==> config.mk <==
export PLATFORM = sky130hd
export DESIGN_NAME = vram_update_sched
export DESIGN_NICKNAME = d
export VERILOG_FILES = /design/src/rtl/vram_update_sched.sv
export SDC_FILE = /design/constraint.sdc
export NUM_CORES = 1
export LEC_CHECK = 0
export CORE_MARGIN = 2
export CORE_UTILIZATION = 54
export CTS_CLUSTER_SIZE = 12
export DETAILED_ROUTE_END_ITERATION = 8
export GPL_TIMING_DRIVEN = 0
export PLACE_DENSITY = 0.78
export SLEW_MARGIN = 20
export SYNTH_ARGS = -nofsm -noshare
export SYNTH_HDL_FRONTEND = slang
export SYNTH_SLANG_ARGS = --single-unit
==> constraint.sdc <==
create_clock -name clk -period 2.1 [get_ports clk]
set_input_delay 0.21 -clock clk [delete_from_list [all_inputs] [get_ports clk]]
set_output_delay 0.21 -clock clk [all_outputs]
set_load 0.02 [all_outputs]
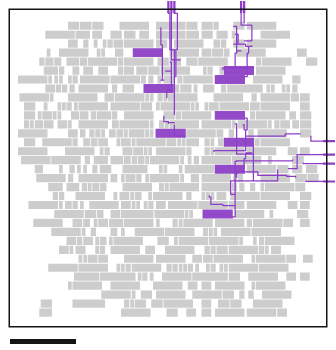
**Above:** nets reached from selected ports.
The bar under the picture is 20 um long.
colour	port	bits	direction	edge	end cells	wire
purple	`src_row`	9	output	5 top, 4 right	9	377 um
total of buffers placed on input and output ports: 60
number of top-level pins: 61

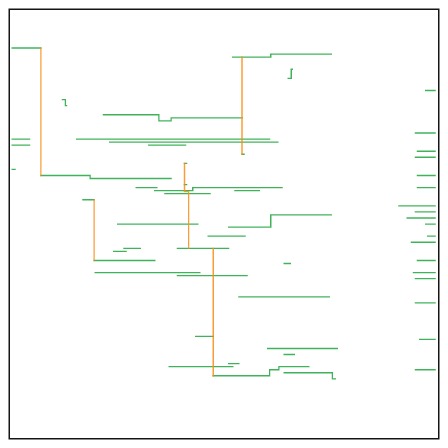
**Above:** signal wires by layer.
Two of the layers only.
colour	layer	wire length
orange	metal 4	112 um
green	metal 3	542 um
global-route usage over all layers: 25.4%
drt total wl: 10.4 mm

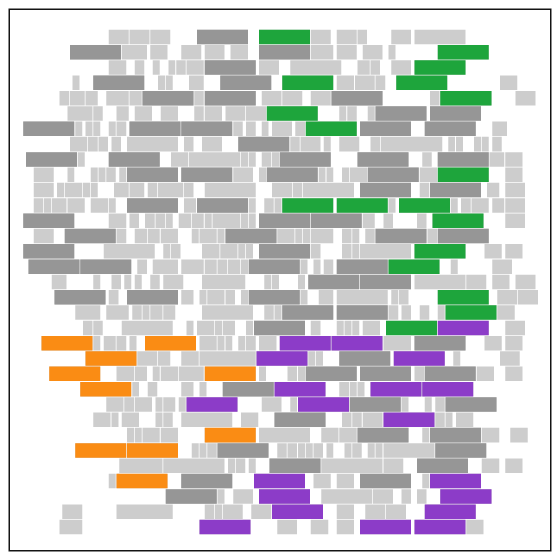
**Above:** register map, names as in the netlist.
colour	netlist name	placed flops
purple	`dl_col`	20
green	`dl_row`	18
orange	`col`	10
not coloured	69
P_seq: 2.80 mW
sequential cell area: 0.00293 mm2

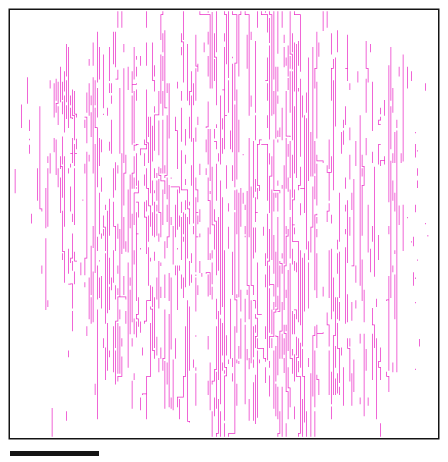
**Above:** M2 wires.
The bar under the picture is 20 um long.
main direction	vertical
share of all routed wire	52%
longest straight run	54.1 um
nets with wire on the layer	435
wire length on this layer	5390 um
met2 Resource Use GR: 42.2%
number of vias after detailed routing: 3347

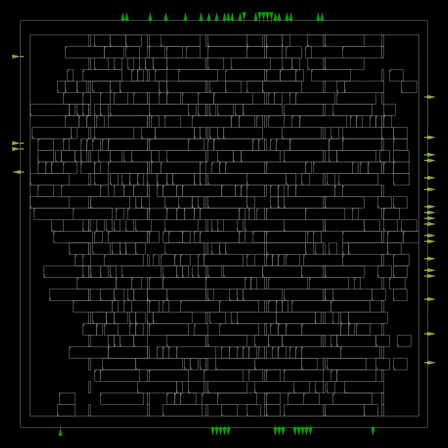
**Above:** placement view.
Final Core Density: 71.9%
count of filler cells inserted in the layout: 552
final sequential cell count: 117

==> summary.txt <==
The synthesis and PnR run went through. In this run the layout overhead on the synthesized area is reported as 29.6%. Data arrival time of the critical path landed at 1.80 ns. The initialized floorplan defines 33 standard-cell rows. Flip-flop count of the largest register, all copies and words added landed at 20.

In the post-synthesis netlist, the cell with the most instances is sky130_fd_sc_hd__dfrtp_1. After the first detailed-routing iteration, the DRC count stood at 229. The synthesized instance count is 400. Looking at area per cell type in the netlist, the leader is sky130_fd_sc_hd__dfrtp_1. Via count of the first global-routing pass landed at 3420.

Yosys reports that the leading cell type by area covers 64.2% of the netlist area. Insertion delay of the later-clocked pin in the worst-skew pair landed at 0.52 ns. At the pin with the least slew margin, the transition time is 0.549 ns. Area enclosed by the die boundary landed at roughly 0.009 mm2. The analysis attributes to cell leakage a power of 2.71 nW.

Floorplan die width landed at roughly 96 um. In the final layout, the share of cells above drive strength 1 is 11.7%. Buffer depth of the longest clock path landed at 2. Clock-pin slew was measured on the worst setup and hold paths at 0.06 ns. Final count of hold timing violations landed at 0. The timing report gives the worst reg2reg path a setup slack of 0.28 ns. Chip height landed at 95.9 um.

Entering global routing, the biggest net connects 65 pins. Global routing usage on met1 landed at 32.8%. According to the report, the first pass of detailed routing completed in 5 iterations.

Per the GRT congestion report, total overflow comes to 0. Fraction of the mapped netlist area in simple logic gates landed at 16.3%. The final timing report derives a shortest allowable period of 2.01 ns. Yosys mapped a number of flops with a built-in enable equal to 0. The repair_antennas step left the layout with diodes totalling 0. The main area contributors are sky130_fd_sc_hd__dfrtp_1 (64%), sky130_fd_sc_hd__nand2_1 (6.4%), sky130_fd_sc_hd__o21ai_0 (4.9%), sky130_fd_sc_hd__a22o_1 (3.6%), sky130_fd_sc_hd__xnor2_1 (2.1%). At floorplan, the net count of the design was reported as 413. Looking at the critical path, the single cell with the biggest stage delay is sky130_fd_sc_hd__dfrtp_1.

Number of buffers and inverters on the critical path landed at 2. Floorplan core area landed at 0.00822 mm2. The most critical hold endpoint after final layout shows a slack of around 0.20 ns. Initial cell density of the core landed at 55.5%. Grouping stages by cell kind, the critical path spends the most delay in buffers and inverters. Count of final setup violators landed at 0.

STA classifies the critical path startpoint as a register. The final timing report gives a worst setup slack of roughly 0.086 ns. Summed over all combinational cells, the power is 1.88 mW.

Instance count on the critical path landed at 4. In the final routed layout, each cell accounts on average for 17.3 um. The number of antenna violations at the first check in global routing came to 0.

Cell area after synthesis landed at 0.00456 mm2. Number of nets in the finished design landed at just under 500. Ranking logic cells in the layout by count gives the top entries sky130_fd_sc_hd__dfrtp_1 (117), sky130_fd_sc_hd__nand2_1 (78), sky130_fd_sc_hd__o21ai_0 (45). In the final report, the number of pins over their slew limit comes to 0.

At the end of routability-driven placement, the weighted congestion stood at 0.845. For the clock group, total power comes out at about 2.9 mW. In this run the worst hold path is classified as in -> async. In this run the maximum-capacitance check reported violations numbering 0. Yosys reported that registers with async set or reset make up 100%. Footprint of the multi-input gates landed at roughly 0.0015 mm2. CTS buffer count landed at 17. Data required time at the worst endpoint landed at 1.89 ns. Count of instantiated cells in the yosys netlist landed at 400. The critical path in this run is classified as reg -> out. Arithmetic-cell share of the synthesized area counting full adders, half adders and majority gates landed at 1.10%. Among all flip-flop cells after synthesis, the most frequent one is sky130_fd_sc_hd__dfrtp_1. Timing analysis after detailed placement gives a worst setup slack of 0.0235 ns. Looking at the global route congestion table, the highest-usage layer is met2. The flow ran to the end, and the final reports show no timing, DRC or antenna violations. Per STA, the highest per-stage delay on the worst path measures a little over 0.4 ns. Internal cell power landed at 5.07 mW.

Clock sink count landed at 117. Relative slew slack landed at 63.4%. Xor-xnor portion of the synthesized cell area landed at 3.65%. Number of setup buffers added after CTS landed at 0. Count of synthesis-stage warnings from yosys landed at 0. The number of hold buffers added after CTS was 1. Across all stage logs, warnings added up to 26. Register share after synthesis landed at 64.2%. After synthesis the netlist holds a flip-flop and latch count of 117. The top cell type in the final layout, fill and taps aside, is sky130_fd_sc_hd__dfrtp_1. Per the CTS log, the maximum H-tree level is 4. The share of total power dissipated in sequential elements is around 37%. The dominant power group in this design is the clock network.

Highest clock rate landed at 0.496 GHz. The number of gates resized after CTS was 27. TritonCTS built the clock tree.
## cell type report
type                       count  area share (%)
multi-input combinational    261            26.1
inverter                       2           0.127
clock buffer                  18            7.24
clock inverter                14            2.96
tap                          105            2.22
timing repair buffer          62            10.2
sequential                   117            49.5
buffer                        20            1.57
## kinds of logic after synthesis
group | Yosys count
xor+xnor | 19
flops | 117
simple gates | 150
fa+ha+maj | 4
mux | 9
compound gates | 79
buf+inv | 22
## metrics by stage
| stage | area (um2) | cells |
|---|---|---|
| after floorplan | 4560 | 400 |
| after global placement | 5290 | 565 |
| after detailed placement | 5320 | 566 |
| after CTS | 5920 | 599 |
| after global routing | 5910 | 599 |
| final | 5910 | 599 |
## metal layers
layer	share of wire, %	vias to the layer above
li1	-	1555
met1	42	1691
met2	52	88
met3	5.2	13
met4	1.1	0
met5	0	-
No activity file was given, so power comes from the tool's default toggle rates.
